### src/rtl/mux_select_rr_arbiter_if.sv
// mux_select_rr_arbiter_if: request/release inputs and registered mux-select/grant outputs of the arbiter
interface mux_select_rr_arbiter_if;
  logic [3:0] req;
  logic       done;
  logic       s0;
  logic       s1;
  logic [3:0] grant;
  logic       grant_valid;
  logic       timeout;
  modport master (output req, done, input s0, s1, grant, grant_valid, timeout);
  modport slave (input req, done, output s0, s1, grant, grant_valid, timeout);
endinterface

### src/rtl/mux_select_rr_arbiter.sv
// mux_select_rr_arbiter: round-robin arbiter driving the 4:1 mux selects with hold-time limited grants
module mux_select_rr_arbiter #(
  parameter int HOLD_MAX = 8,
  parameter int CNT_W = 4
) (
  input logic clk,
  input logic reset,
  mux_select_rr_arbiter_if.slave bus
);
  typedef enum logic {IDLE, GRANT} state_t;
  state_t state;
  logic [1:0] ptr, sel, pick;
  logic [CNT_W-1:0] cnt;
  logic [3:0] grant;
  logic grant_valid, at_max, release_now;
  assign pick = bus.req[ptr] ? ptr :
                bus.req[ptr + 2'd1] ? ptr + 2'd1 :
                bus.req[ptr + 2'd2] ? ptr + 2'd2 : ptr + 2'd3;
  assign at_max = cnt == CNT_W'(HOLD_MAX - 1);
  assign release_now = bus.done | ~bus.req[sel] | at_max;
  // selects are left untouched outside grant so the mux output stays stable while idle
  always_ff @(posedge clk) begin
    if (reset) begin
      state <= IDLE;
      ptr <= '0;
      sel <= '0;
      cnt <= '0;
      grant <= '0;
      grant_valid <= 1'b0;
    end else if (state == IDLE) begin
      if (|bus.req) begin
        sel <= pick;
        grant <= 4'b0001 << pick;
        grant_valid <= 1'b1;
        cnt <= '0;
        state <= GRANT;
      end
    end else if (release_now) begin
      state <= IDLE;
      grant <= '0;
      grant_valid <= 1'b0;
      ptr <= sel + 2'd1;
    end else begin
      cnt <= cnt + CNT_W'(1);
    end
  end
  assign bus.s1 = sel[1];
  assign bus.s0 = sel[0];
  assign bus.grant = grant;
  assign bus.grant_valid = grant_valid;
  assign bus.timeout = (state == GRANT) & at_max & ~bus.done & bus.req[sel];
endmodule

### src/flat_wrapper.sv
// flat-port wrapper written by rule: the top's interface ports become plain ports
module mux_select_rr_arbiter_flat 
#(
  parameter int HOLD_MAX = 8,
  parameter int CNT_W = 4
)
  (clk, reset, bus_req, bus_done, bus_s0, bus_s1, bus_grant, bus_grant_valid, bus_timeout);
  mux_select_rr_arbiter_if bus_i ();
  input logic clk;
  input logic reset;
  input wire logic [$bits(bus_i.req)-1:0] bus_req;
  input wire logic [$bits(bus_i.done)-1:0] bus_done;
  output wire logic [$bits(bus_i.s0)-1:0] bus_s0;
  output wire logic [$bits(bus_i.s1)-1:0] bus_s1;
  output wire logic [$bits(bus_i.grant)-1:0] bus_grant;
  output wire logic [$bits(bus_i.grant_valid)-1:0] bus_grant_valid;
  output wire logic [$bits(bus_i.timeout)-1:0] bus_timeout;
  assign bus_i.req = bus_req;
  assign bus_i.done = bus_done;
  assign bus_s0 = bus_i.s0;
  assign bus_s1 = bus_i.s1;
  assign bus_grant = bus_i.grant;
  assign bus_grant_valid = bus_i.grant_valid;
  assign bus_timeout = bus_i.timeout;
  mux_select_rr_arbiter #(.HOLD_MAX(HOLD_MAX), .CNT_W(CNT_W)) u_core (.clk(clk), .reset(reset), .bus(bus_i));
endmodule
### config.mk
export PLATFORM = sky130hd
export DESIGN_NAME = mux_select_rr_arbiter_flat
export DESIGN_NICKNAME = d
export VERILOG_FILES = /design/src/rtl/mux_select_rr_arbiter_if.sv /design/src/rtl/mux_select_rr_arbiter.sv /design/src/flat_wrapper.sv
export SDC_FILE = /design/constraint.sdc
export NUM_CORES = 1
export LEC_CHECK = 0
export CAP_MARGIN = 15
export CORE_MARGIN = 2
export CORE_UTILIZATION = 30
export CTS_BUF_LIST = sky130_fd_sc_hd__clkbuf_8
export DETAILED_ROUTE_END_ITERATION = 8
export GPL_TIMING_DRIVEN = 0
export SKIP_CTS_REPAIR_TIMING = 1
export SLEW_MARGIN = 40
export SYNTH_ARGS = -nofsm -noshare
export SYNTH_HDL_FRONTEND = slang
export SYNTH_SLANG_ARGS = --single-unit
### constraint.sdc
create_clock -name clk -period 4.39 [get_ports clk]
set_input_delay 0.439 -clock clk [delete_from_list [all_inputs] [get_ports clk]]
set_output_delay 0.439 -clock clk [all_outputs]
set_load 0.01 [all_outputs]
==> run summary <==
Main metrics from the flow reports.

The flop share of the area is 0.2850. The sum of negative setup slack came out at 0 ps. The layout has 18 buffers outside the clock class. The path class of the tightest hold or removal check is flop to flop. The largest total area in the synthesized netlist belongs to dfxtp_1. The pin closest to its max-slew limit shows a slew of approximately 450 ps. The area used by multi-input combinational logic came out at ~450 sq um.

The fraction of synthesized cell area taken by the top area cell type is 0.3733. The relative slew slack came out at 0.6996. The combinational gate count is 62. The count of buffers added on input and output ports is 14.

The peak-usage layer in the global routing report is met2. The post-synth count of flops with an enable pin is 0. The total of fill cells in the finished design came out at about 260. The net count reported at finish is ~110. The post-route clock skew is around 0.36 ps. No sink is reached through more buffers than the 2 on the longest clock path. The cell class with the largest area share is multi-input combinational cells. Setup slack on the worst path after placement came out at about 1800 ps. Per the post-synthesis stats, the area per cell is roughly 9 sq um.

The cell area after layout came out at a little under 1000 sq um. The launch point of the worst register-to-register path is recorded as u_core.sel[1]. The number of nets in the synthesized netlist is 90. The number of cells on the worst reg-to-reg path is 5. The met1 wire length came out at 767 um. The largest non-sequential cell family by area is AND-OR/OR-AND gates.

The HPWL after detailed placement is about 1300 um. The number of maximum-capacitance constraint violations came out at 0. The run finished with clean final reports. The final-report max-slew violation count is 0.

The count of synthesis-stage warnings from yosys is 0. The number of distinct library cell variants in the gate-level netlist after synthesis came out at 33. The most numerous cell type found on the critical path is clkdlybuf4s50_1.

The iteration count recorded for the first detailed-route pass is 6. STA classifies the critical path endpoint as an output pin. The maximum cell stage delay along the critical path is 480 ps.

Switching power as a fraction of the total was reported as 0.2688. The via density per instance is 5.177. The highest routed metal layer is met4. The beginning of the worst hold path is u_core.bus.grant_valid.

The multiplexer fraction of the synthesized cell area is 0.06167. Per the STA report, the cell with the highest stage delay on the worst path is clkdlybuf4s50_1. The signed area change from the synthesized netlist to the final layout came out at 31.00%. The wire length on met3 is 55 um. The power report attributes to the sequential group a share of 0.415.

The power density normalized to cell area is roughly 360 nW/um^2. The post-synthesis cell type with the largest instance count is dfxtp_1. Per the layout report, the design carries 2 non-clock inverters. The maximum resistive drop on vdd came out at approximately 170 uV. CTS placed an instance of clkbuf_8 at the clock tree root.
Figure 1. Metal 2.
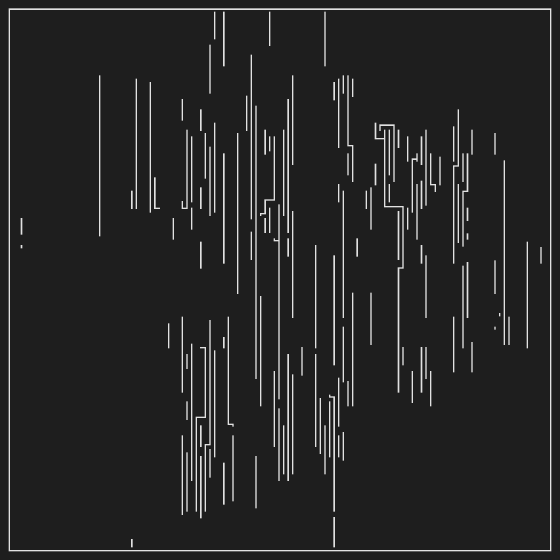
93 nets have wire on it. The wires run mostly vertical. The longest straight run is 27.2 um. The layer carries 813 um of wire.
post-detailed-routing wire length: 1662 um
GR Layer Usage met2: 0.2256
routed vias: 673

Figure 2. Metal 1.
Supply wires on this layer in gray.
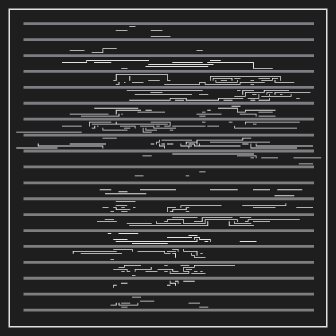
The longest straight run is 13.8 um. The layer carries 767 um of wire. 97 nets have wire on it.
met1 track utilization from global routing: 0.1503

Figure 3. Clock nets.
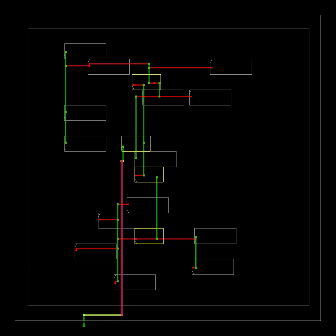
number of sequential cells in the layout: 14
number of sinks on the clock net: 14
worst skew pair latency: 240 ps
cts bufs inserted: 3
# clk buffers: 4

Figure 4. Wire density map.
The bar under the picture is 20 um long. 11 x 11 tiles, from dark purple (low) to yellow (high), scaled to the fullest tile. Values are wire area over tile area, all layers added.
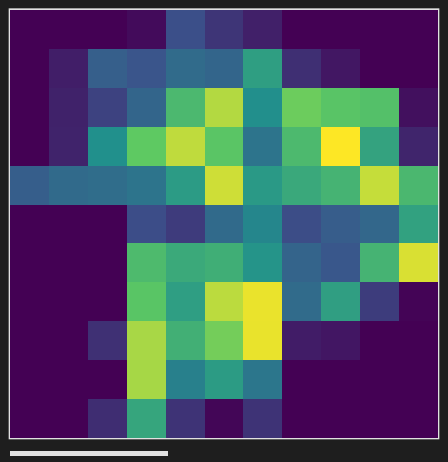
31% of the tiles are over half the peak. The emptiest ninth of the die: south-east. The fullest tile reaches 0.28. The mean over all tiles is 0.089. 33% of the tiles are nearly empty.

Figure 5. M3 wires.
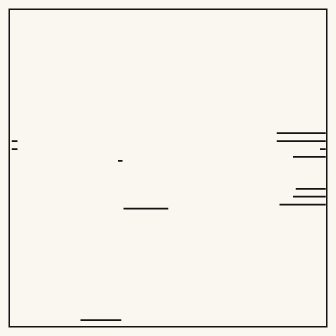
The longest straight run is 8.00 um. The wires run mostly horizontal. The layer holds 3.3% of the routed length. The layer carries 55.4 um of wire.
met3 track demand over resource in global routing: 0.008333

Power and IR drop assume default switching activity.
